===== config.mk =====
export PLATFORM = sky130hd
export DESIGN_NAME = cjb_input_conditioner
export DESIGN_NICKNAME = d
export VERILOG_FILES = /design/src/rtl/cjb_input_conditioner.sv
export SDC_FILE = /design/constraint.sdc
export NUM_CORES = 1
export LEC_CHECK = 0
export ABC_AREA = 1
export CAP_MARGIN = 20
export CORE_MARGIN = 4
export CORE_UTILIZATION = 35
export CTS_CLUSTER_DIAMETER = 150
export CTS_CLUSTER_SIZE = 14
export DETAILED_ROUTE_END_ITERATION = 16
export PLACE_DENSITY = 0.64
export SLEW_MARGIN = 20
export SYNTH_ARGS = -nofsm -noshare
export SYNTH_HDL_FRONTEND = slang
export SYNTH_SLANG_ARGS = --single-unit

===== constraint.sdc =====
create_clock -name clk_i -period 1.65 [get_ports clk_i]
set_input_delay 0.33 -clock clk_i [delete_from_list [all_inputs] [get_ports clk_i]]
set_output_delay 0.33 -clock clk_i [all_outputs]
set_load 0.01 [all_outputs]

===== src/rtl/cjb_input_conditioner.sv =====
// rtl/cjb_input_conditioner.sv - synchronizes, debounces and edge-detects board push-button and switches
// Optional macro CJB_SW_DEBOUNCE_EN: debounce the switches too (otherwise they are only synchronized).
module cjb_input_conditioner #(
  parameter int DEBOUNCE_CNT = 1000000,
  parameter int CNT_W        = 20,
  parameter int SW_W         = 4
) (
  input  logic            clk_i,
  input  logic            rst_i,
  input  logic            pb_raw_i,
  input  logic [SW_W-1:0] sw_raw_i,
  input  logic            ack_i,
  output logic            pb_level_o,
  output logic            pb_press_o,
  output logic            pb_pending_o,
  output logic            pb_overrun_o,
  output logic [SW_W-1:0] sw_stable_o,
  output logic            sw_change_o
);

  localparam logic [CNT_W-1:0] CNT_LAST = CNT_W'(DEBOUNCE_CNT - 1);

  logic             pb_meta_q, pb_sync_q;
  logic [SW_W-1:0]  sw_meta_q, sw_sync_q;
  logic             pb_stable_q, pb_stable_d;
  logic [CNT_W-1:0] pb_cnt_q, pb_cnt_d;
  logic             pb_level_prev_q, pb_press_q;
  logic             pb_pending_q, pb_pending_d;
  logic             pb_overrun_q, pb_overrun_d;
  logic [SW_W-1:0]  sw_stable_w, sw_prev_q;
  logic             sw_change_q;

  // Button synchronizer idles at 1 because the pin is active-low.
  always_ff @(posedge clk_i or posedge rst_i) begin
    if (rst_i) begin
      pb_meta_q <= 1'b1;
      pb_sync_q <= 1'b1;
      sw_meta_q <= '0;
      sw_sync_q <= '0;
    end else begin
      pb_meta_q <= pb_raw_i;
      pb_sync_q <= pb_meta_q;
      sw_meta_q <= sw_raw_i;
      sw_sync_q <= sw_meta_q;
    end
  end

  always_comb begin
    pb_stable_d = pb_stable_q;
    pb_cnt_d    = '0;
    if (pb_sync_q != pb_stable_q) begin
      if (pb_cnt_q == CNT_LAST) begin
        pb_stable_d = pb_sync_q;
      end else begin
        pb_cnt_d = pb_cnt_q + CNT_W'(1);
      end
    end
  end

  // A press arriving together with ack still leaves a press pending, but the overrun is forgiven.
  always_comb begin
    pb_pending_d = pb_press_q | (pb_pending_q & ~ack_i);
    pb_overrun_d = ack_i ? 1'b0 : (pb_overrun_q | (pb_press_q & pb_pending_q));
  end

  always_ff @(posedge clk_i or posedge rst_i) begin
    if (rst_i) begin
      pb_stable_q     <= 1'b1;
      pb_cnt_q        <= '0;
      pb_level_prev_q <= 1'b0;
      pb_press_q      <= 1'b0;
      pb_pending_q    <= 1'b0;
      pb_overrun_q    <= 1'b0;
    end else begin
      pb_stable_q     <= pb_stable_d;
      pb_cnt_q        <= pb_cnt_d;
      pb_level_prev_q <= ~pb_stable_q;
      pb_press_q      <= ~pb_stable_q & ~pb_level_prev_q;
      pb_pending_q    <= pb_pending_d;
      pb_overrun_q    <= pb_overrun_d;
    end
  end

`ifdef CJB_SW_DEBOUNCE_EN
  logic [SW_W-1:0]            sw_stable_q, sw_stable_d;
  logic [SW_W-1:0][CNT_W-1:0] sw_cnt_q, sw_cnt_d;

  always_comb begin
    sw_stable_d = sw_stable_q;
    sw_cnt_d    = '0;
    for (int i = 0; i < SW_W; i++) begin
      if (sw_sync_q[i] != sw_stable_q[i]) begin
        if (sw_cnt_q[i] == CNT_LAST) begin
          sw_stable_d[i] = sw_sync_q[i];
        end else begin
          sw_cnt_d[i] = sw_cnt_q[i] + CNT_W'(1);
        end
      end
    end
  end

  always_ff @(posedge clk_i or posedge rst_i) begin
    if (rst_i) begin
      sw_stable_q <= '0;
      sw_cnt_q    <= '0;
    end else begin
      sw_stable_q <= sw_stable_d;
      sw_cnt_q    <= sw_cnt_d;
    end
  end

  assign sw_stable_w = sw_stable_q;
`else
  assign sw_stable_w = sw_sync_q;
`endif

  always_ff @(posedge clk_i or posedge rst_i) begin
    if (rst_i) begin
      sw_prev_q   <= '0;
      sw_change_q <= 1'b0;
    end else begin
      sw_prev_q   <= sw_stable_w;
      sw_change_q <= (sw_stable_w != sw_prev_q);
    end
  end

  assign pb_level_o   = ~pb_stable_q;
  assign pb_press_o   = pb_press_q;
  assign pb_pending_o = pb_pending_q;
  assign pb_overrun_o = pb_overrun_q;
  assign sw_stable_o  = sw_stable_w;
  assign sw_change_o  = sw_change_q;

endmodule


==> impl_metrics.csv, run 1 <==
group,metric,value,unit
final_layout,seq_share,47.3,%
pwr,p_leak,0.874,nW
synth,synth.most_common_cell,"nor2_1",
setup_path,critPathBufInv,1,
clocking,cts-root-buf,"clkbuf_8",
hold_path,hold_end,"sw_stable_o[0]$_DFF_PP0_",
clocking,post_cts_resized,1,
final_timing,final-hold-violation-count,0,
setup_path,endpoint_kind,"primary output",
final_layout,n_all_buffers,17,
final_layout,nClkBuffers,5,
setup_path,cp_top_family,"buffers and inverters",
placed_design,routabilityCongestion,0.902,
pwr,maxPowerGroup,"sequential cells",
final_timing,report.final.slew_viol_count,0,
floorplanning,dieArea,0.00620,mm^2
detailed_routing,drt_iter0_markers,62,
final_timing,hold_slack,353,ps
synth,syn_inst,188,
setup_path,slowest_delay,560,ps
job,cap_violations,0,
pwr,switchingPower,415,uW
final_layout,regArea,0.00100,mm^2
synth,synthArstFlopShare,100,%
final_timing,max_freq,0.633,GHz
placed_design,io_buffers,16,
synth,avgSynthCellArea,9.32,um^2
final_timing,min_period,1580,ps
detailed_routing,dr_total_vias,1205,
detailed_routing,viasPerCell,4.32,
clocking,clock_latency,290,ps
outcome,outcome,"complete, no violations",
clocking,cts_buffers,5,
floorplanning,coreArea,0.00479,mm^2
clocking,htreeDepth,2,
grt,first_global_vias,1267,
synth,ys_sh_adder,0.714,%
grt,use_met1,15.1,%
pwr,p_total,1.92,mW
detailed_routing,ant_nets,0,
pwr,ir_drop,0.833,mV
hold_path,worstHoldStart,"sw_meta_q[0]$_DFF_PP0_",
hold_path,worstHoldPathCells,0,
grt,use_met3,3.40,%
final_timing,period_used_share,95.8,%
final_layout,flop-count,40,
final_layout,instances_no_fill,279,
final_timing,setup_viol,0,
setup_path,endpoint,"sw_stable_o[0]",
setup_path,required,1320,ps
synth,ys_sh_mux,0,%
floorplanning,die_h,78.7,um
floorplanning,ios,17,
synth,ys_cells,188,
final_layout,antenna_cells,0,
synth,yosys.area.top_type_share,52.9,%
grt,grt_busiest_layer,"met2",
grt,grtUsageMet2,20.2,%
final_layout,comb_cells,131,
detailed_routing,avgRoutedWirePerCell,11.5,um
final_timing,finalClockSkew,4.67,ps
final_layout,lay_top_cells,"nor2_1, dfrtp_1, nand2_1",
synth,yosysWarnings,0,
synth,ys_seq_share,57.4,%
final_layout,fill_cells,452,
placed_design,post-place-ws,175,ps
clocking,cts_tree,"built",
synth,enable_flop_cells,0,
grt,grt.total_usage,12.4,%
Run 1, the metal 1 layer:
Scale bar: 20 um. Supply wires on this layer in gray.
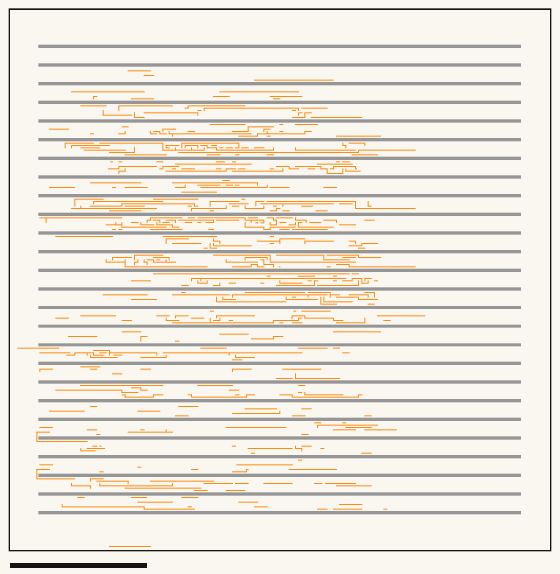
206 nets have wire on it. The wires run mostly horizontal. The layer holds 48% of the routed length. The longest straight run is 28.5 um.

Run 1, M2 wires:
Scale bar: 20 um.
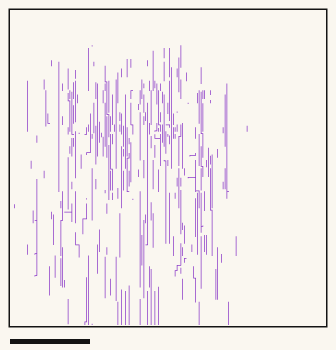
164 nets have wire on it. The layer holds 48% of the routed length. The layer carries 1,530 um of wire. The wires run mostly vertical.

Run 1, signal wires on met3:
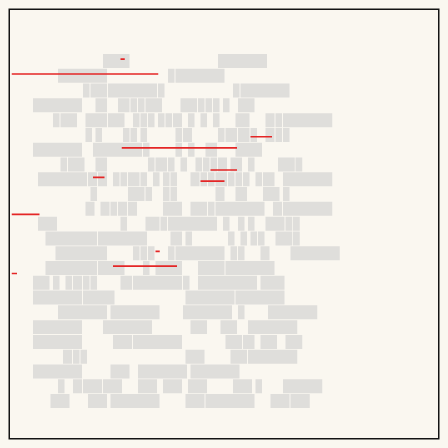
8 nets have wire on it. The longest straight run is 26.7 um. The layer holds 2.5% of the routed length. The wires run mostly horizontal. The layer carries 79.3 um of wire.

==> run 2: changes to the inputs <==
- ABC_CLOCK_PERIOD_IN_PS: default -> 1650
Run 2, M2 wires:
Scale bar: 20 um.
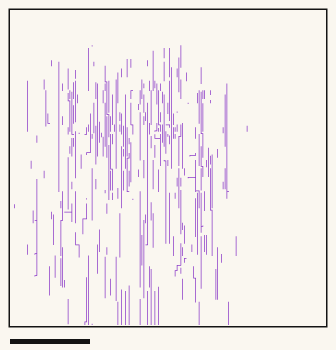
routing usage on met2: 20.2%
Via Count: 1,205
Post-Route WL: 3200 um

Run 2, routing congestion map:
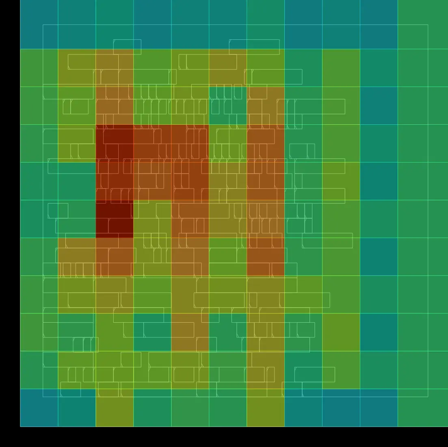
M3 GR Usage: 3.40%
Tot GR Track Use: 12.4%
fin util: 44.4%
layer with the highest usage: met2

==> run 2 against run 1 <==
Clock-buffer cell count unchanged. Critical endpoint unchanged. Cell count unchanged. Maximum frequency unchanged. Highest routed layer unchanged.
==> impl_metrics.csv, run 2 <==
group,metric,value,unit
synth,ys_sh_mux,0,%
floorplanning,coreArea,0.00479,mm^2
pwr,ir_drop,0.833,mV
synth,ys_seq_share,57.4,%
floorplanning,ios,17,
clocking,clock_latency,290,ps
job,cap_violations,0,
final_timing,max_freq,0.633,GHz
pwr,p_leak,0.874,nW
synth,ys_sh_adder,0.714,%
final_timing,hold_slack,353,ps
final_layout,regArea,0.00100,mm^2
synth,enable_flop_cells,0,
pwr,maxPowerGroup,"sequential cells",
clocking,htreeDepth,2,
pwr,p_total,1.92,mW
synth,syn_inst,188,
grt,first_global_vias,1267,
final_timing,final-hold-violation-count,0,
final_layout,lay_top_cells,"nor2_1, dfrtp_1, nand2_1",
detailed_routing,drt_iter0_markers,62,
final_layout,antenna_cells,0,
synth,yosys.area.top_type_share,52.9,%
final_timing,setup_viol,0,
final_timing,min_period,1580,ps
placed_design,io_buffers,16,
final_layout,instances_no_fill,279,
setup_path,slowest_delay,560,ps
synth,yosysWarnings,0,
synth,avgSynthCellArea,9.32,um^2
synth,synthArstFlopShare,100,%
final_layout,n_all_buffers,17,
clocking,cts_buffers,5,
outcome,outcome,"complete, no violations",
pwr,switchingPower,415,uW
placed_design,routabilityCongestion,0.902,
final_layout,fill_cells,452,
final_timing,finalClockSkew,4.67,ps
placed_design,post-place-ws,175,ps
setup_path,endpoint,"sw_stable_o[0]",
final_layout,seq_share,47.3,%
setup_path,required,1320,ps
setup_path,endpoint_kind,"primary output",
floorplanning,dieArea,0.00620,mm^2
setup_path,critPathBufInv,1,
hold_path,worstHoldPathCells,0,
final_timing,period_used_share,95.8,%
final_layout,flop-count,40,
detailed_routing,viasPerCell,4.32,
setup_path,cp_top_family,"buffers and inverters",
clocking,post_cts_resized,1,
Power figures rest on the tool's default switching activity, not on a simulated workload.
